### Placement view, run 1

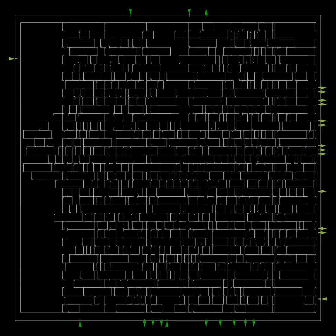
### Nets reached from selected ports, run 1

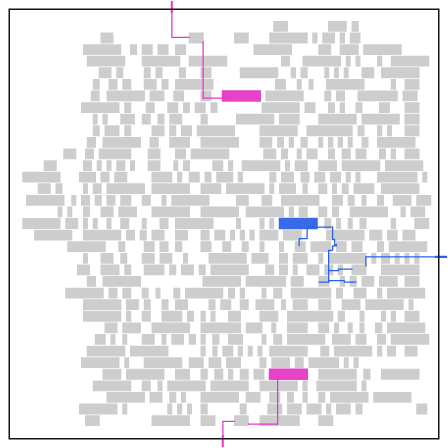
### I/O pins on the die edge, run 1

Pins as bars across the die edge, other pins in gray.
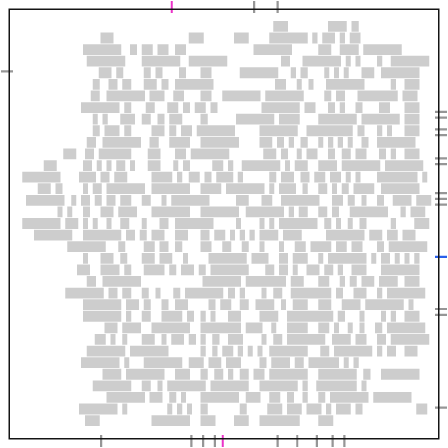
--- src/rtl/multi_intersection_ctrl_pkg.sv ---
// Shared definitions for the multi-intersection traffic controller:
// phase encodings, lamp bit positions and phase sequencing helpers.
package multi_intersection_ctrl_pkg;

  typedef enum logic [2:0] {
    S_INIT     = 3'd0,
    S_NRTH_GRN = 3'd1,
    S_NRTH_YLW = 3'd2,
    S_ALLRED_N = 3'd3,
    S_WEST_GRN = 3'd4,
    S_WEST_YLW = 3'd5,
    S_ALLRED_W = 3'd6
  } state_e;

  localparam int unsigned LAMP_RED = 0;
  localparam int unsigned LAMP_YLW = 1;
  localparam int unsigned LAMP_GRN = 2;

  typedef struct packed {
    logic [2:0] nrth;
    logic [2:0] west;
  } lamps_t;

  function automatic state_e next_state(input state_e s);
    case (s)
      S_INIT:     next_state = S_NRTH_GRN;
      S_NRTH_GRN: next_state = S_NRTH_YLW;
      S_NRTH_YLW: next_state = S_ALLRED_N;
      S_ALLRED_N: next_state = S_WEST_GRN;
      S_WEST_GRN: next_state = S_WEST_YLW;
      S_WEST_YLW: next_state = S_ALLRED_W;
      S_ALLRED_W: next_state = S_NRTH_GRN;
      default:    next_state = S_INIT;
    endcase
  endfunction

  // Both directions default to red; only the green/yellow phases light one side.
  function automatic lamps_t lamps_of(input state_e s);
    lamps_t l;
    l = '0;
    l.nrth[LAMP_RED] = 1'b1;
    l.west[LAMP_RED] = 1'b1;
    case (s)
      S_NRTH_GRN: begin l.nrth[LAMP_RED] = 1'b0; l.nrth[LAMP_GRN] = 1'b1; end
      S_NRTH_YLW: begin l.nrth[LAMP_RED] = 1'b0; l.nrth[LAMP_YLW] = 1'b1; end
      S_WEST_GRN: begin l.west[LAMP_RED] = 1'b0; l.west[LAMP_GRN] = 1'b1; end
      S_WEST_YLW: begin l.west[LAMP_RED] = 1'b0; l.west[LAMP_YLW] = 1'b1; end
      default: ;
    endcase
    return l;
  endfunction

endpackage

--- src/rtl/multi_intersection_ctrl_fsm.sv ---
// One intersection: phase FSM with registered lamps, pedestrian request
// synchronisers/latches and per-direction walk timers.
module multi_intersection_ctrl_fsm
  import multi_intersection_ctrl_pkg::*;
#(
  parameter int unsigned GRN_T    = 20,
  parameter int unsigned YLW_T    = 3,
  parameter int unsigned ALLRED_T = 1,
  parameter int unsigned WALK_T   = 7,
  parameter int unsigned INIT_T   = 1
) (
  input  logic       i_clk,
  input  logic       i_rst_n,
  input  logic       i_tick,
  input  logic       i_pedo_nrth,
  input  logic       i_pedo_west,
  output logic [2:0] o_lamp_nrth,
  output logic [2:0] o_lamp_west,
  output logic       o_walk_nrth,
  output logic       o_stop_nrth,
  output logic       o_walk_west,
  output logic       o_stop_west
);

  localparam int unsigned MAX_GY = (GRN_T > YLW_T) ? GRN_T : YLW_T;
  localparam int unsigned MAX_PH = (MAX_GY > ALLRED_T) ? MAX_GY : ALLRED_T;
  localparam int unsigned MAX_T  = (MAX_PH > INIT_T) ? MAX_PH : INIT_T;
  localparam int unsigned TW     = $clog2(MAX_T) + 1;
  localparam int unsigned WW     = $clog2(WALK_T) + 1;

  state_e          r_state;
  logic [TW-1:0]   r_timer;
  lamps_t          r_lamps;
  logic [1:0]      r_sync_n, r_sync_w;
  logic            r_prev_n, r_prev_w;
  logic            r_req_n, r_req_w;
  logic            r_walk_n, r_walk_w;
  logic [WW-1:0]   r_wt_n, r_wt_w;

  state_e w_next;
  logic   w_leave, w_edge_n, w_edge_w, w_grant_n, w_grant_w;

  function automatic logic [TW-1:0] dur(input state_e s);
    case (s)
      S_NRTH_GRN, S_WEST_GRN: dur = TW'(GRN_T);
      S_NRTH_YLW, S_WEST_YLW: dur = TW'(YLW_T);
      default:                dur = TW'(ALLRED_T);
    endcase
  endfunction

  assign w_next    = next_state(r_state);
  assign w_leave   = i_tick && (r_timer == TW'(1));
  assign w_edge_n  = r_sync_n[1] & ~r_prev_n;
  assign w_edge_w  = r_sync_w[1] & ~r_prev_w;
  assign w_grant_n = w_leave && (w_next == S_NRTH_GRN) && r_req_n;
  assign w_grant_w = w_leave && (w_next == S_WEST_GRN) && r_req_w;

  always_ff @(posedge i_clk or negedge i_rst_n) begin
    if (!i_rst_n) begin
      r_sync_n <= '0;
      r_sync_w <= '0;
      r_prev_n <= 1'b0;
      r_prev_w <= 1'b0;
    end else begin
      r_sync_n <= {r_sync_n[0], i_pedo_nrth};
      r_sync_w <= {r_sync_w[0], i_pedo_west};
      r_prev_n <= r_sync_n[1];
      r_prev_w <= r_sync_w[1];
    end
  end

  always_ff @(posedge i_clk or negedge i_rst_n) begin
    if (!i_rst_n) begin
      r_state  <= S_INIT;
      r_timer  <= TW'(INIT_T);
      r_lamps  <= lamps_of(S_INIT);
      r_req_n  <= 1'b0;
      r_req_w  <= 1'b0;
      r_walk_n <= 1'b0;
      r_walk_w <= 1'b0;
      r_wt_n   <= '0;
      r_wt_w   <= '0;
    end else begin
      // A new edge arriving on the grant cycle survives the clear.
      r_req_n <= (r_req_n & ~w_grant_n) | w_edge_n;
      r_req_w <= (r_req_w & ~w_grant_w) | w_edge_w;
      if (i_tick) begin
        if (w_leave) begin
          r_state <= w_next;
          r_timer <= dur(w_next);
          r_lamps <= lamps_of(w_next);
        end else begin
          r_timer <= r_timer - TW'(1);
        end
      end
      if (w_grant_n) begin
        r_walk_n <= 1'b1;
        r_wt_n   <= WW'(WALK_T);
      end else if (r_walk_n && i_tick) begin
        if (r_wt_n == WW'(1) || w_leave) r_walk_n <= 1'b0;
        r_wt_n <= r_wt_n - WW'(1);
      end
      if (w_grant_w) begin
        r_walk_w <= 1'b1;
        r_wt_w   <= WW'(WALK_T);
      end else if (r_walk_w && i_tick) begin
        if (r_wt_w == WW'(1) || w_leave) r_walk_w <= 1'b0;
        r_wt_w <= r_wt_w - WW'(1);
      end
    end
  end

  assign o_lamp_nrth = r_lamps.nrth;
  assign o_lamp_west = r_lamps.west;
  assign o_walk_nrth = r_walk_n;
  assign o_stop_nrth = ~r_walk_n;
  assign o_walk_west = r_walk_w;
  assign o_stop_west = ~r_walk_w;

endmodule

--- src/rtl/multi_intersection_ctrl.sv ---
// N-intersection traffic controller: shared tick prescaler feeding one
// phase FSM per intersection, each started with its own green-wave offset.
module multi_intersection_ctrl
  import multi_intersection_ctrl_pkg::*;
#(
  parameter int unsigned N_INT    = 2,
  parameter int unsigned CLK_HZ   = 50000000,
  parameter int unsigned TICK_HZ  = 1,
  parameter int unsigned GRN_T    = 20,
  parameter int unsigned YLW_T    = 3,
  parameter int unsigned ALLRED_T = 1,
  parameter int unsigned WALK_T   = 7,
  parameter int unsigned OFFSET_T = 4
) (
  input  logic             clk_50_mhz,
  input  logic             reset_n,
  input  logic [N_INT-1:0] nrth_pedo_req,
  input  logic [N_INT-1:0] west_pedo_req,
  output logic [N_INT-1:0] red_nrth,
  output logic [N_INT-1:0] ylw_nrth,
  output logic [N_INT-1:0] grn_nrth,
  output logic [N_INT-1:0] red_west,
  output logic [N_INT-1:0] ylw_west,
  output logic [N_INT-1:0] grn_west,
  output logic [N_INT-1:0] walk_nrth,
  output logic [N_INT-1:0] stop_nrth,
  output logic [N_INT-1:0] walk_west,
  output logic [N_INT-1:0] stop_west,
  output logic             tick_out
);

  localparam int unsigned DIV = CLK_HZ / TICK_HZ;
  localparam int unsigned PW  = $clog2(DIV);

  logic [PW-1:0] r_presc;
  logic          r_tick;

  always_ff @(posedge clk_50_mhz or negedge reset_n) begin
    if (!reset_n) begin
      r_presc <= '0;
      r_tick  <= 1'b0;
    end else if (r_presc == PW'(DIV - 1)) begin
      r_presc <= '0;
      r_tick  <= 1'b1;
    end else begin
      r_presc <= r_presc + PW'(1);
      r_tick  <= 1'b0;
    end
  end

  assign tick_out = r_tick;

  for (genvar gi = 0; gi < N_INT; gi++) begin : g_int
    logic [2:0] w_lamp_n, w_lamp_w;

    multi_intersection_ctrl_fsm #(
      .GRN_T    (GRN_T),
      .YLW_T    (YLW_T),
      .ALLRED_T (ALLRED_T),
      .WALK_T   (WALK_T),
      .INIT_T   (ALLRED_T + gi * OFFSET_T)
    ) u_fsm (
      .i_clk       (clk_50_mhz),
      .i_rst_n     (reset_n),
      .i_tick      (r_tick),
      .i_pedo_nrth (nrth_pedo_req[gi]),
      .i_pedo_west (west_pedo_req[gi]),
      .o_lamp_nrth (w_lamp_n),
      .o_lamp_west (w_lamp_w),
      .o_walk_nrth (walk_nrth[gi]),
      .o_stop_nrth (stop_nrth[gi]),
      .o_walk_west (walk_west[gi]),
      .o_stop_west (stop_west[gi])
    );

    assign red_nrth[gi] = w_lamp_n[LAMP_RED];
    assign ylw_nrth[gi] = w_lamp_n[LAMP_YLW];
    assign grn_nrth[gi] = w_lamp_n[LAMP_GRN];
    assign red_west[gi] = w_lamp_w[LAMP_RED];
    assign ylw_west[gi] = w_lamp_w[LAMP_YLW];
    assign grn_west[gi] = w_lamp_w[LAMP_GRN];
  end

endmodule

--- config.mk ---
export PLATFORM = sky130hd
export DESIGN_NAME = multi_intersection_ctrl
export DESIGN_NICKNAME = d
export VERILOG_FILES = /design/src/rtl/multi_intersection_ctrl_pkg.sv /design/src/rtl/multi_intersection_ctrl_fsm.sv /design/src/rtl/multi_intersection_ctrl.sv
export SDC_FILE = /design/constraint.sdc
export NUM_CORES = 1
export LEC_CHECK = 0
export ABC_CLOCK_PERIOD_IN_PS = 2380
export CAP_MARGIN = 10
export CELL_PAD_IN_SITES_DETAIL_PLACEMENT = 1
export CELL_PAD_IN_SITES_GLOBAL_PLACEMENT = 1
export CORE_MARGIN = 1.5
export CORE_UTILIZATION = 47
export DETAILED_ROUTE_END_ITERATION = 16
export PLACE_DENSITY = 0.89
export SLEW_MARGIN = 20
export SYNTH_ARGS = -nofsm -noshare
export SYNTH_HDL_FRONTEND = slang
export SYNTH_SLANG_ARGS = --single-unit
--- constraint.sdc ---
create_clock -name clk_50_mhz -period 2.38 [get_ports clk_50_mhz]
set_input_delay 0.714 -clock clk_50_mhz [delete_from_list [all_inputs] [get_ports clk_50_mhz]]
set_output_delay 0.714 -clock clk_50_mhz [all_outputs]
set_load 0.01 [all_outputs]
==> summary.txt, run 1 <==
Implementation run completed; key figures follow.

Status:
- The run finished with clean final reports.

Clock network:
- The post-CTS hold buffer count recorded in the log is 0.
- The run puts the number of sinks handled by clock tree synthesis at 93.
- Counting along the longest clock path gives a buffer depth of 2.
- The run puts the source-to-sink clock delay at the later pin of the worst-skew pair at 0.37 ns.
- The run gives the count of instances resized after the clock tree is built as 0.
- TritonCTS built the clock tree.
- The run gives the register clock-pin slew on the reported worst setup and hold paths as 0.10 ns.
- The run puts the CTS buffer count at 9.
- The run gives the cell at the root of the clock tree as sky130_fd_sc_hd__clkbuf_8.

Final timing:
- The run gives the slew at the pin closest to its max-slew limit as 0.629 ns.
- The run gives the clock period minus final worst setup slack as 2.15 ns.
- The run gives the tightest hold margin as 0.310 ns.
- Setup repair after global routing left no endpoint under its margin.
- The run puts the final-report max-slew violation count at 0.
- For this run, the final setup violation count is recorded as 0.
- Post-route period utilization is reported as 90.4%.
- The run gives the number of hold-slack violations in the final timing report as 0.
- Checking max transition, the worst relative margin is 57.7%.

Place:
- Prior to clock tree synthesis, the placed netlist has a worst setup slack of 0.442 ns.
- The run gives the final weighted congestion in routability-driven placement as 0.866.
- Counting tap cells, the placed design contains a total of 585 instances.
- The run gives the post-place instance area as 4830 um^2.

Flow run:
- The stage logs contain a warning count of 32.
- The run gives the number of maximum-capacitance constraint violations as 0.

Synthesis:
- The run gives the area fraction in full adders, half adders and majority gates as 3.65%.
- The run gives the chip area estimate from yosys synthesis as 4460 um^2.
- The run puts the post-synthesis net count at 464.
- The run gives the share of synthesized registers carrying an async set or reset as 100%.
- The run puts the total cells reported by yosys after synthesis at 445.
- Counting flops and latches in the post-synthesis netlist gives 93.
- The most used flip-flop cell after synthesis is sky130_fd_sc_hd__dfrtp_1.

Route:
- The run gives the average wire per cell in the routed design as 17.3 um.
- Detailed routing placed a total of 307 um of wire on met3.
- In the detailed route, the total length drawn on met2 is 5.34 mm.
- Per the detail_route log, the uppermost layer with routed signals is met4.
- The run gives the remaining antenna violation count as 0.
- The run puts the detailed-routing iteration count for the pre-antenna-repair pass at 4.
- The run gives the violation count after the first detailed-route iteration as 134.
- The run puts the vias after detailed routing at 3,342.
- The routed design shows a via density per instance of 5.56.
- Summed over all layers, the routed wires come to 10.4 mm.

Worst setup path:
- By startpoint and endpoint, the worst setup path is classified as flop to output port.
- The run gives the element type at the critical path start as a flop.
- The run gives the worst path required time as 1.67 ns.
- STA shows the worst reg2reg path with a cell count of 5.
- The run gives the critical path's largest stage delay as 0.60 ns.
- The run puts the number of buffers and inverters on the critical path at 1.
- The run puts the worst setup slack for register-to-register paths at 0.42 ns.
- Per the STA report, the cell with the highest stage delay on the worst path is sky130_fd_sc_hd__clkdlybuf4s50_1.
- The run gives the endpoint type of the worst setup path as an output port.
- On the critical path the data arrives at 1.44 ns.

Global route:
- The run gives the busiest metal layer after global routing as met2.
- The run puts the routing usage on met3 at 4.18%.
- The run gives the initial antenna violation count as 0.
- The run gives the met2 capacity usage during global routing as 37.4%.
- The run gives the wire length of the first global-routing pass as 17.8 mm.
- The run gives the global-route track usage on met1 as 29.3%.

Finish:
- Per the layout area report, the register area comes to 2340 um^2.
- The run puts the count of buffers not belonging to the clock network in the layout at 37.
- Ranking logic cells in the layout by count gives the top entries sky130_fd_sc_hd__dfrtp_1 (86), sky130_fd_sc_hd__nand2_1 (53), sky130_fd_sc_hd__nor2_1 (30).
- The run gives the register share of the cell area as 46.2%.
- Summing all multi-input logic gate instances after layout gives 1870 um^2.
- By instance count after routing, the leading logic cell type is sky130_fd_sc_hd__dfrtp_1.

Power and ir drop:
- The analysis attributes to cell leakage a power of 2.24 nW.

Floorplan:
- The design received a total of 129 well taps at floorplan.
- The run gives the core footprint as 9240 um^2.
- The run gives the pre-placement core utilization as 48.3%.
Back to the opening pictures, 'Placement view':
filler cell count in the final layout: 1,027
non-filler instance count after layout: 601
Flops: 93
share of the core filled with cells: 54.7%

Back to the opening pictures, 'Nets reached from selected ports':
Key: blue = tick_out [bits 1, direction output, end cells 1, buffers 1, wire 61.7 um]; magenta = west_pedo_req [bits 2, direction input, end cells 2, buffers 2, wire 54.4 um]
buffers added on ports: 26
count of boundary I/O pins: 27

Back to the opening pictures, 'I/O pins on the die edge':
Key: magenta = west_pedo_req [pins 2, direction input, edge 1 top, 1 bottom]; blue = tick_out [pins 1, direction output, edge right]
All pins by edge: 13 right, 10 bottom, 3 top, 1 left.
Die X-Extent: 100 um
Die Height: 100 um

run 1: how the worst max path moves through the flow:
stage | from | to | slack (ns) | cells past startpoint
floorplan | g_int[0].u_fsm.r_timer[0]$_DFFE_PN1P_ | g_int[0].u_fsm.o_lamp_west[2]$_DFFE_PN0P_ | 0.58 | 6
global placement | g_int[0].u_fsm.r_timer[0]$_DFFE_PN1P_ | g_int[0].u_fsm.r_timer[1]$_DFFE_PN0P_ | 0.53 | 5
detailed placement | g_int[0].u_fsm.r_timer[0]$_DFFE_PN1P_ | g_int[0].u_fsm.r_timer[1]$_DFFE_PN0P_ | 0.44 | 5
CTS | g_int[0].u_fsm.o_walk_nrth$_DFFE_PN0P_ | stop_nrth[0] | 0.20 | 2
global route | g_int[0].u_fsm.o_walk_nrth$_DFFE_PN0P_ | stop_nrth[0] | 0.17 | 2
finish | tick_out$_DFF_PN0_ | tick_out | 0.23 | 1
run 1: sequential cells by signal, indices dropped and copies added (netlist names), 4 cells and up:
register	flops
g_int.u_fsm.r_wt_n	8
g_int.u_fsm.o_lamp_west	6
g_int.u_fsm.r_timer	12
g_int.u_fsm.o_lamp_nrth	6
g_int.u_fsm.r_wt_w	8
g_int.u_fsm.r_sync_w	4
g_int.u_fsm.r_state	6
g_int.u_fsm.r_sync_n	4
r_presc	26
run 1: where the power goes:
part	switching, mW	leakage [nW]	internal, mW	total [mW]
Clock	0.583	0.114	0.598	1.18
Sequential	0.00364	1.21	1.59	1.59
Combinational	0.0332	0.918	0.0127	0.0459
Total	0.620	2.24	2.20	2.82
run 1: synth_stat cells, types with 4 or more instances:
master | instances | area share [%]
sky130_fd_sc_hd__dfrtp_1 | 86 | 48
sky130_fd_sc_hd__nand2_1 | 53 | 4.5
sky130_fd_sc_hd__nor2_1 | 30 | 2.5
sky130_fd_sc_hd__inv_1 | 29 | 2.4
sky130_fd_sc_hd__o21ai_0 | 26 | 2.9
sky130_fd_sc_hd__nand3_1 | 20 | 2.2
sky130_fd_sc_hd__a21oi_1 | 18 | 2.0
sky130_fd_sc_hd__xnor2_1 | 18 | 3.5
sky130_fd_sc_hd__xor2_1 | 16 | 3.1
sky130_fd_sc_hd__ha_1 | 13 | 3.6
sky130_fd_sc_hd__nor4_1 | 12 | 1.7
sky130_fd_sc_hd__clkbuf_1 | 11 | 0.93
sky130_fd_sc_hd__o31ai_1 | 10 | 1.7
sky130_fd_sc_hd__buf_4 | 8 | 1.3
sky130_fd_sc_hd__dfstp_2 | 7 | 4.1
sky130_fd_sc_hd__mux2i_1 | 7 | 1.6
sky130_fd_sc_hd__and3_1 | 6 | 0.84
sky130_fd_sc_hd__nand4_1 | 6 | 0.84
sky130_fd_sc_hd__or3_1 | 6 | 0.84
sky130_fd_sc_hd__or4_1 | 6 | 1.0
sky130_fd_sc_hd__buf_2 | 4 | 0.45
sky130_fd_sc_hd__mux2_2 | 4 | 1.0
sky130_fd_sc_hd__nand2b_1 | 4 | 0.56
sky130_fd_sc_hd__nor3_1 | 4 | 0.45
sky130_fd_sc_hd__o211ai_1 | 4 | 0.67
### Wiring by layer, run 1

Scale bar: 20 um.
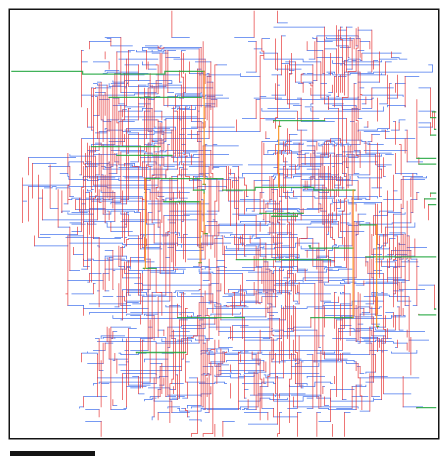

--- run 2 (diff from run 1) ---
--- a/config.mk
+++ b/config.mk
@@ -14,2 +14,3 @@
 export DETAILED_ROUTE_END_ITERATION = 16
+export GPL_TIMING_DRIVEN = 1
 export PLACE_DENSITY = 0.89
==> constraint.sdc (replaced) <==
create_clock -name clk_50_mhz -period 2.38 [get_ports clk_50_mhz]
set_input_delay 0.357 -clock clk_50_mhz [delete_from_list [all_inputs] [get_ports clk_50_mhz]]
set_output_delay 0.357 -clock clk_50_mhz [all_outputs]
set_load 0.01 [all_outputs]
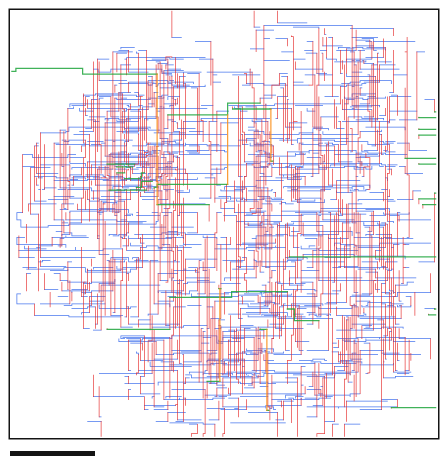
*Wiring by layer, run 2*
Scale bar: 20 um.
Key: blue = metal 1 [wire length 4,610 um]; green = metal 3 [wire length 267 um]; red = metal 2 [wire length 5,140 um]; orange = metal 4 [wire length 100 um]
total detailed-routing wirelength: 10.1 mm
per-cell routed wire length: 16.9 um
global router's overall resource usage: 22.3%
via count of the routed design: 3,251

==> summary.txt, run 2 <==
Implementation run completed; key figures follow.

Status:
- Run status: finished, final reports clean (unchanged).

Place:
- The run puts the tally of buffers added on design ports at 26 (unchanged).
- The setup slack after placement is 0.421 ns (was 0.442 ns).
- The final weighted congestion in routability-driven placement came to 0.902 (was 0.866).

Floorplan:
- The run gives the number of cell rows as 35 (unchanged).
- The run puts the area of the die at 10,100 um^2 (unchanged).
- The run puts the pre-placement core utilization at 48.3% (unchanged).
- The die extent in y was 100 um (unchanged).
- The core footprint was 9240 um^2 (unchanged).
- The run puts the x dimension of the die at 100 um (unchanged).
- The run gives the number of top-level pins as 27 (unchanged).

Worst setup path:
- The element type at the critical path start is a flop (unchanged).
- The run gives the worst path arrival time as 2.18 ns (was 1.44 ns).
- The endpoint type of the worst setup path was a flop (was output port).
- The run puts the worst path required time at 2.61 ns (was 1.67 ns).
- The class of the most critical setup path is flop to flop (was flop to output port).

Synthesis:
- The mean post-synth cell area was 10.0 um^2 (unchanged).
- The netlist area before placement was 4460 um^2 (unchanged).
- The run gives the predominant post-synthesis flop cell as sky130_fd_sc_hd__dfrtp_1 (unchanged).
- Top cells by area, synth: sky130_fd_sc_hd__dfrtp_1 (48%), sky130_fd_sc_hd__nand2_1 (4.5%), sky130_fd_sc_hd__dfstp_2 (4.1%), sky130_fd_sc_hd__ha_1 (3.6%), sky130_fd_sc_hd__xnor2_1 (3.5%) (unchanged).
- The run puts the chip area estimate from yosys synthesis at 4460 um^2 (unchanged).
- The post-synthesis net count came to 464 (unchanged).
- The dominant cell type by area after synthesis is sky130_fd_sc_hd__dfrtp_1 (unchanged).
- The most common cell in the netlist is sky130_fd_sc_hd__dfrtp_1 (unchanged).
- The run puts the total cells reported by yosys after synthesis at 445 (unchanged).
- The run gives the share of synthesized registers carrying an async set or reset as 100% (unchanged).
- Leading cell types by count after synthesis: sky130_fd_sc_hd__dfrtp_1 (86), sky130_fd_sc_hd__nand2_1 (53), sky130_fd_sc_hd__nor2_1 (30) (unchanged).
- The run puts the area share of the largest cell type after synthesis at 48.3% (unchanged).
- The run puts the count of flip-flops with a built-in enable after synthesis at 0 (unchanged).
- The run gives the number of flip-flops and latches in the synthesized netlist as 93 (unchanged).

Clock network:
- The cell at the root of the clock tree is sky130_fd_sc_hd__clkbuf_8 (unchanged).
- The CTS H-tree depth is 3 (unchanged).
- The register clock-pin slew on the reported worst setup and hold paths came to 0.10 ns (about the same).
- The total of hold buffers inserted after clock tree synthesis was 0 (unchanged).
- The run gives the CTS tree as yes (unchanged).
- The run gives the source-to-sink clock delay at the later pin of the worst-skew pair as 0.36 ns (was 0.37 ns).
- The maximum count of clock buffers along a single path is 2 (unchanged).
- The number of sinks handled by clock tree synthesis is 93 (unchanged).
- The number of setup buffers added after CTS is 0 (unchanged).
- The run puts the count of instances resized after the clock tree is built at 0 (unchanged).
- The run puts the CTS buffer count at 9 (unchanged).

Final timing:
- The run gives the setup TNS as 0 ns (unchanged).
- The number of hold-slack violations in the final timing report is 0 (unchanged).
- Unrepaired setup endpoints after global routing: false (unchanged).
- The run puts the slew at the pin closest to its max-slew limit at 0.674 ns (was 0.629 ns).
- The run puts the highest clock frequency the design can meet at 0.511 GHz (was 0.465 GHz).
- The run puts the share of the clock period used by the worst path after layout at 82.2% (was 90.4%).
- The setup-violating endpoint count in the final report came to 0 (unchanged).
- The run puts the clock period minus final worst setup slack at 1.96 ns (was 2.15 ns).
- The run puts the worst slew margin relative to its limit at 54.7% (was 57.7%).
- The run puts the final-report max-slew violation count at 0 (unchanged).
- The run gives the tightest hold margin as 0.0135 ns (was 0.310 ns).

Global route:
- The global-route track usage on met1 is 28.5% (was 29.3%).
- The run gives the total grt overflow as 0 (unchanged).
- The run puts the initial antenna violation count at 0 (unchanged).
- The run gives the wire length of the first global-routing pass as 17.6 mm (was 17.8 mm).
- The busiest metal layer after global routing is met2 (unchanged).
- The run gives the met2 capacity usage during global routing as 38.7% (was 37.4%).
- The routing usage on met3 is 4.39% (was 4.18%).
- The via count of the first global-routing pass came to 3,541 (was 3,551).

Flow run:
- The run gives the number of OpenROAD warnings as 32 (unchanged).
- The run puts the number of maximum-capacitance constraint violations at 0 (unchanged).

Route:
- The run gives the remaining antenna violation count as 0 (unchanged).
- The run gives the detailed-routing iteration count for the pre-antenna-repair pass as 4 (unchanged).
- The via-per-instance ratio was 5.42 (was 5.56).
- The run gives the violation count after the first detailed-route iteration as 92 (was 134).

Finish:
- Most frequent logic cells in the routed design: sky130_fd_sc_hd__dfrtp_1 (86), sky130_fd_sc_hd__nand2_1 (53), sky130_fd_sc_hd__nor2_1 (30) (unchanged).
- The run gives the largest register by flop count as r_presc (unchanged).
- The run gives the number of flip-flops in the largest register as 26 (unchanged).
- Top Registers: r_presc x26, g_int.u_fsm.r_timer x12 (unchanged).
- The run gives the area growth from synthesis to layout as 13.8% (was 13.3%).
- The most common logic cell in the routed design was sky130_fd_sc_hd__dfrtp_1 (unchanged).

Hold path:
- The type of the most critical hold path was input port to async pin (unchanged).

Power and ir drop:
- The run puts the leakage power total at 2.25 nW (was 2.24 nW).
## run 2: cell counts after synthesis
No cell type changed its count.
## run 2: cell families after synthesis
family          after synthesis  share of synthesized area, %
compound gates               70                          9.29
xor+xnor                     34                          6.68
fa+ha+maj                    13                          3.65
buf+inv                      55                          5.61
flops                        93                          52.4
mux                          11                          2.58
simple gates                169                          19.8
## run 2: power by group
group,switching (mW),total (mW),internal [mW]
clock network,0.564,1.30,0.731
registers,0.00366,1.59,1.59
logic,0.0322,0.0437,0.0116
## run 2: critical path, cell delays in order (launching register included)
cell	delay, ns
sky130_fd_sc_hd__dfstp_2	0.57
sky130_fd_sc_hd__ha_1	0.18
sky130_fd_sc_hd__nand3b_1	0.21
sky130_fd_sc_hd__or2_2	0.49
sky130_fd_sc_hd__o21ai_0	0.27
sky130_fd_sc_hd__a22oi_1	0.11
## run 2: through the flow
| stage | cell area, um^2 | util (%) | instances |
|---|---|---|---|
| floorplan | 4460 | - | 445 |
| global route | 5070 | 54.9 | 600 |
| finish | 5070 | 54.9 | 600 |
| global placement | 4820 | 52.2 | 584 |
| detailed placement | 4820 | 52.2 | 584 |
| CTS | 5070 | 54.9 | 600 |
## run 2: worst paths after layout
kind	slack, ns	start	cells after the start	end
min reg2reg	0.35	g_int[1].u_fsm.r_sync_n[0]$_DFF_PN0_	0	g_int[1].u_fsm.r_sync_n[1]$_DFF_PN0_
min	0.01	reset_n	1	g_int[1].u_fsm.o_lamp_west[2]$_DFFE_PN0P_
max	0.42	g_int[0].u_fsm.r_timer[0]$_DFFE_PN1P_	5	g_int[0].u_fsm.r_timer[2]$_DFFE_PN0P_
max reg2reg	0.42	g_int[0].u_fsm.r_timer[0]$_DFFE_PN1P_	5	g_int[0].u_fsm.r_timer[2]$_DFFE_PN0P_
min in group clk_50_mhz	0.35	g_int[1].u_fsm.r_sync_n[0]$_DFF_PN0_	0	g_int[1].u_fsm.r_sync_n[1]$_DFF_PN0_
max in group asynchronous	1.69	reset_n	2	g_int[0].u_fsm.o_lamp_west[0]$_DFFE_PN1P_
## run 2: area by class of cell
| type | instances | area [um^2] |
|---|---|---|
| Fill cell | 1026 | 4170 |
| Sequential cell | 93 | 2340 |
| Multi-Input combinational cell | 297 | 1870 |
| Timing Repair Buffer | 36 | 345 |
| Tap cell | 129 | 161 |
| Clock buffer | 11 | 141 |
| Inverter | 29 | 109 |
| Clock inverter | 5 | 108 |
## run 2: per-layer routing
| layer | routed length [um] | up-vias | part of all wire (%) |
|---|---|---|---|
| met5 | 0 | - | 0 |
| met4 | 99 | 0 | 0.98 |
| met3 | 267 | 10 | 2.6 |
| met2 | 5140 | 42 | 51 |
| met1 | 4610 | 1643 | 46 |
| li1 | - | 1556 | - |
### Clock distribution, run 2

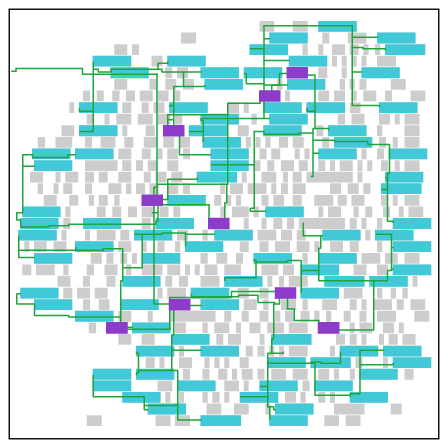

--- run 3 (diff from run 2) ---
ABC_CLOCK_PERIOD_IN_PS = 2000   (was 2380)
clock period = 2 ns   (was 2.38 ns; I/O delays follow)
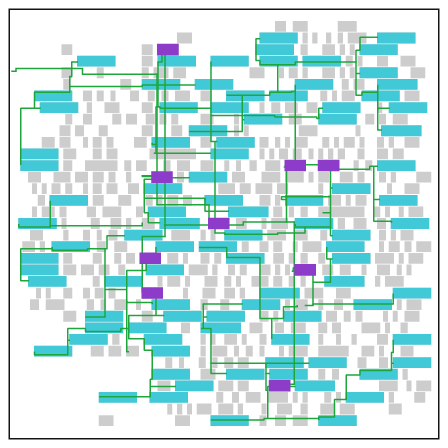
*Clock distribution, run 3*
Key: green = clock wires [length 1,190 um]; cyan = flip-flops [count 93]; purple = clock drivers [count 9]
There are 10 routed clock nets.
skew final: 0.0191 ns
proportion of power drawn by the clock network: 42.7%

==> summary.txt, run 3 <==
Implementation run completed; key figures follow.

Clock network:
- The CTS H-tree depth came to 3 (unchanged).
- The run gives the CTS tree as yes (unchanged).
- The run gives the maximum count of clock buffers along a single path as 2 (unchanged).
- The cell at the root of the clock tree was sky130_fd_sc_hd__clkbuf_8 (unchanged).
- The run gives the number of setup buffers added after CTS as 0 (unchanged).
- The run puts the CTS buffer count at 9 (unchanged).
- The register clock-pin slew on the reported worst setup and hold paths is 0.11 ns (was 0.10 ns).
- The source-to-sink clock delay at the later pin of the worst-skew pair came to 0.37 ns (was 0.36 ns).
- The run puts the number of sinks handled by clock tree synthesis at 93 (unchanged).

Worst setup path:
- The run gives the class of the most critical setup path as flop to flop (unchanged).
- The run gives the worst path arrival time as 2.21 ns (was 2.18 ns).
- The element type at the critical path start is a flop (unchanged).
- The worst path required time was 2.29 ns (was 2.61 ns).
- The endpoint type of the worst setup path is a flop (unchanged).
- Cell Chain, Critical Path: nand4_1 -> or2_2 -> or4_1 -> a21oi_1 (was ha_1 -> nand3b_1 -> or2_2 -> o21ai_0 -> a22oi_1).
- The run gives the cell at the slowest stage of the critical path as sky130_fd_sc_hd__or4_1 (was sky130_fd_sc_hd__dfstp_2).
- The run puts the critical path's largest stage delay at 0.52 ns (was 0.57 ns).
- The run puts the worst-path maximum fanout at 6 (was 16).
- The run puts the number of buffers and inverters on the critical path at 0 (unchanged).
- The cell class contributing the biggest share of worst-path delay is simple AND/OR/NAND/NOR gates (unchanged).

Synthesis:
- The run puts the chip area estimate from yosys synthesis at 4460 um^2 (unchanged).
- The run gives the warning count from the yosys run as 0 (unchanged).
- Leading cell types by count after synthesis: sky130_fd_sc_hd__dfrtp_1 (86), sky130_fd_sc_hd__nand2_1 (53), sky130_fd_sc_hd__nor2_1 (30) (unchanged).
- The run gives the share of synthesized registers carrying an async set or reset as 100% (unchanged).
- The post-synthesis net count came to 464 (unchanged).
- The run gives the area share of the largest cell type after synthesis as 48.3% (unchanged).
- The run puts the netlist area before placement at 4460 um^2 (unchanged).
- The mean post-synth cell area came to 10.0 um^2 (unchanged).
- The total cells reported by yosys after synthesis is 445 (unchanged).
- Top cells by area, synth: sky130_fd_sc_hd__dfrtp_1 (48%), sky130_fd_sc_hd__nand2_1 (4.5%), sky130_fd_sc_hd__dfstp_2 (4.1%), sky130_fd_sc_hd__ha_1 (3.6%), sky130_fd_sc_hd__xnor2_1 (3.5%) (unchanged).
- The predominant post-synthesis flop cell was sky130_fd_sc_hd__dfrtp_1 (unchanged).
- The sequential element share of the synthesized area is 52.4% (unchanged).
- The run puts the number of flip-flops and latches in the synthesized netlist at 93 (unchanged).
- The post-synthesis instance total was 445 (unchanged).
- The number of distinct library cell variants in the gate-level netlist after synthesis was 48 (unchanged).
- The most common cell in the netlist is sky130_fd_sc_hd__dfrtp_1 (unchanged).
- The dominant cell type by area after synthesis is sky130_fd_sc_hd__dfrtp_1 (unchanged).
- The run puts the count of flip-flops with a built-in enable after synthesis at 0 (unchanged).

Flow run:
- The run puts the number of OpenROAD warnings at 32 (unchanged).
- The number of maximum-capacitance constraint violations was 0 (unchanged).

Global route:
- The run gives the largest net degree at the start of global routing as 59 (was 54).
- The wire length of the first global-routing pass is 18.4 mm (was 17.6 mm).
- The via count of the first global-routing pass is 3,819 (was 3,541).
- The global-route usage over all layers was 23.4% (was 22.3%).
- The total grt overflow is 0 (unchanged).
- The initial antenna violation count is 0 (unchanged).

Final timing:
- The run gives the share of the clock period used by the worst path after layout as 95.8% (was 82.2%).
- The number of hold-slack violations in the final timing report was 0 (unchanged).
- The run gives the clock period minus final worst setup slack as 1.92 ns (was 1.96 ns).
- The highest clock frequency the design can meet is 0.522 GHz (was 0.511 GHz).
- The run gives the setup TNS as 0 ns (unchanged).
- The setup-violating endpoint count in the final report came to 0 (unchanged).
- The slew at the pin closest to its max-slew limit was 0.622 ns (was 0.674 ns).
- The final-report max-slew violation count came to 0 (unchanged).
- Unrepaired setup endpoints after global routing: false (unchanged).
- The run gives the worst slew margin relative to its limit as 58.1% (was 54.7%).

Route:
- The remaining design rule violation count was 0 (unchanged).
- The run gives the detailed-routing iteration count for the pre-antenna-repair pass as 4 (unchanged).
- The run puts the via-per-instance ratio at 5.60 (was 5.42).
- The run puts the routed wire length at 10.8 mm (was 10.1 mm).
- The remaining antenna violation count is 0 (unchanged).
- The run puts the violation count after the first detailed-route iteration at 98 (was 92).
- The average wire per cell in the routed design came to 17.6 um (was 16.9 um).
- The run puts the vias after detailed routing at 3,420 (was 3,251).

Floorplan:
- The run gives the x dimension of the die as 100 um (unchanged).
- The number of cell rows came to 35 (unchanged).
- The die extent in y is 100 um (unchanged).
- The run puts the number of top-level pins at 27 (unchanged).
- The area of the die came to 10,100 um^2 (unchanged).
- The run puts the pre-placement core utilization at 48.3% (unchanged).
- The run gives the core footprint as 9240 um^2 (unchanged).

Power and ir drop:
- The run puts the leakage power total at 2.30 nW (was 2.25 nW).
- The run puts the power after layout at 3.40 mW (was 2.93 mW).
- The power density over the cells is 660 nW/um^2 (was 578 nW/um^2).
- The run puts the peak supply drop at 0.374 mV (was 0.266 mV).

Status:
- Run status: finished, final reports clean (unchanged).

Finish:
- The run gives the area growth from synthesis to layout as 15.5% (was 13.8%).
- The largest register by flop count is r_presc (unchanged).
- The most common logic cell in the routed design is sky130_fd_sc_hd__dfrtp_1 (unchanged).
- The run puts the final layout net count at 496 (was 485).
- Top Registers: r_presc x26, g_int.u_fsm.r_timer x12 (unchanged).
- The run gives the number of flip-flops in the largest register as 26 (unchanged).
- Most frequent logic cells in the routed design: sky130_fd_sc_hd__dfrtp_1 (85), sky130_fd_sc_hd__nand2_1 (53), sky130_fd_sc_hd__nor2_1 (30) (was sky130_fd_sc_hd__dfrtp_1 (86), sky130_fd_sc_hd__nand2_1 (53), sky130_fd_sc_hd__nor2_1 (30)).
- The run gives the layout filler cell count as 1,023 (was 1,026).
- The share of post-route cells with drive strength above 1 was 12.2% (was 9.77%).

Place:
- The placed wire-length estimate after detailed placement came to 7.24 mm (was 7.13 mm).
- The run puts the final weighted congestion in routability-driven placement at 0.788 (was 0.902).
- The run gives the tally of buffers added on design ports as 26 (unchanged).
- The setup slack after placement was 0.105 ns (was 0.421 ns).

Hold path:
- The run gives the type of the most critical hold path as input port to async pin (unchanged).
-- run 3: cell count changes in the layout (fill, tap and decap cells not counted), sizes merged --
cell / delta
buf: +10
bufinv: -1
clkbuf: -1
clkinvlp: +1
dlygate4sd3: +1
inv: +1
-- run 3: worst paths after layout --
kind / startpoint / end / slack, ns / depth (start not counted)
min in group clk_50_mhz: g_int[0].u_fsm.r_sync_w[0]$_DFF_PN0_ / g_int[0].u_fsm.r_sync_w[1]$_DFF_PN0_ / 0.35 / 0
worst min register to register: g_int[0].u_fsm.r_sync_w[0]$_DFF_PN0_ / g_int[0].u_fsm.r_sync_w[1]$_DFF_PN0_ / 0.35 / 0
worst min-delay path: reset_n / g_int[0].u_fsm.o_walk_nrth$_DFFE_PN0P_ / 0.35 / 2
worst max register to register: r_presc[16]$_DFF_PN0_ / r_presc[21]$_DFF_PN0_ / 0.08 / 4
worst max-delay path: r_presc[16]$_DFF_PN0_ / r_presc[21]$_DFF_PN0_ / 0.08 / 4
max in group asynchronous: reset_n / g_int[0].u_fsm.r_timer[0]$_DFFE_PN1P_ / 0.98 / 3
-- run 3: metal layers --
metal	up-vias	GRT usage (%)	wire (um)
li1	1577	-	-
met1	1744	26.6	4480
met2	74	43.1	5760
met3	25	3.69	270
met4	0	10.7	260
met5	-	0	0
-- run 3: cells by family after synthesis --
logic type,after synthesis,share of synthesized area (%)
buffers and inverters,55,5.61
DFF,93,52.4
and+or+nand+nor,169,19.8
AOI/OAI and AO/OA,70,9.29
muxes,11,2.58
adders and majority gates,13,3.65
xor gates and xnor gates,34,6.68
-- run 3: area by class of cell --
type                            count  area [um^2]  share of cell area (%)
Tap cell                          129          161                    3.13
Timing Repair Buffer               47          430                    8.36
Sequential cell                    93         2340                    45.4
Inverter                           29          109                    2.11
Clock inverter                      6         93.8                    1.82
Clock buffer                       10          138                    2.67
Multi-Input combinational cell    297         1880                    36.5
-- run 3: timing repair --
item / CTS / global route
endpoints found under the setup margin: 0 / 4
resized: 0 / 3
hold buffers: 1 / 0
hold endpoints to repair: 18 / 0
-- run 3: per-stage QoR --
stage | hold slack [ns] | instances | util [%] | instance area [um^2]
2_1_floorplan | 0.00441 | 445 | - | 4460
4_1_cts | 0.348 | 611 | 55.6 | 5140
6_report | 0.350 | 611 | 55.7 | 5150
3_3_place_gp | 0.207 | 594 | 53.0 | 4900
5_1_grt | 0.342 | 611 | 55.7 | 5150
3_5_place_dp | 0.210 | 594 | 53.0 | 4900
-- run 3: report_power, final --
part / switching [mW] / internal, mW / leakage [nW]
registers: 0.00431 / 1.89 / 1.21
logic: 0.0389 / 0.0152 / 0.975
clock network: 0.704 / 0.748 / 0.113
total: 0.748 / 2.65 / 2.30
Power figures rest on the tool's default switching activity, not on a simulated workload.
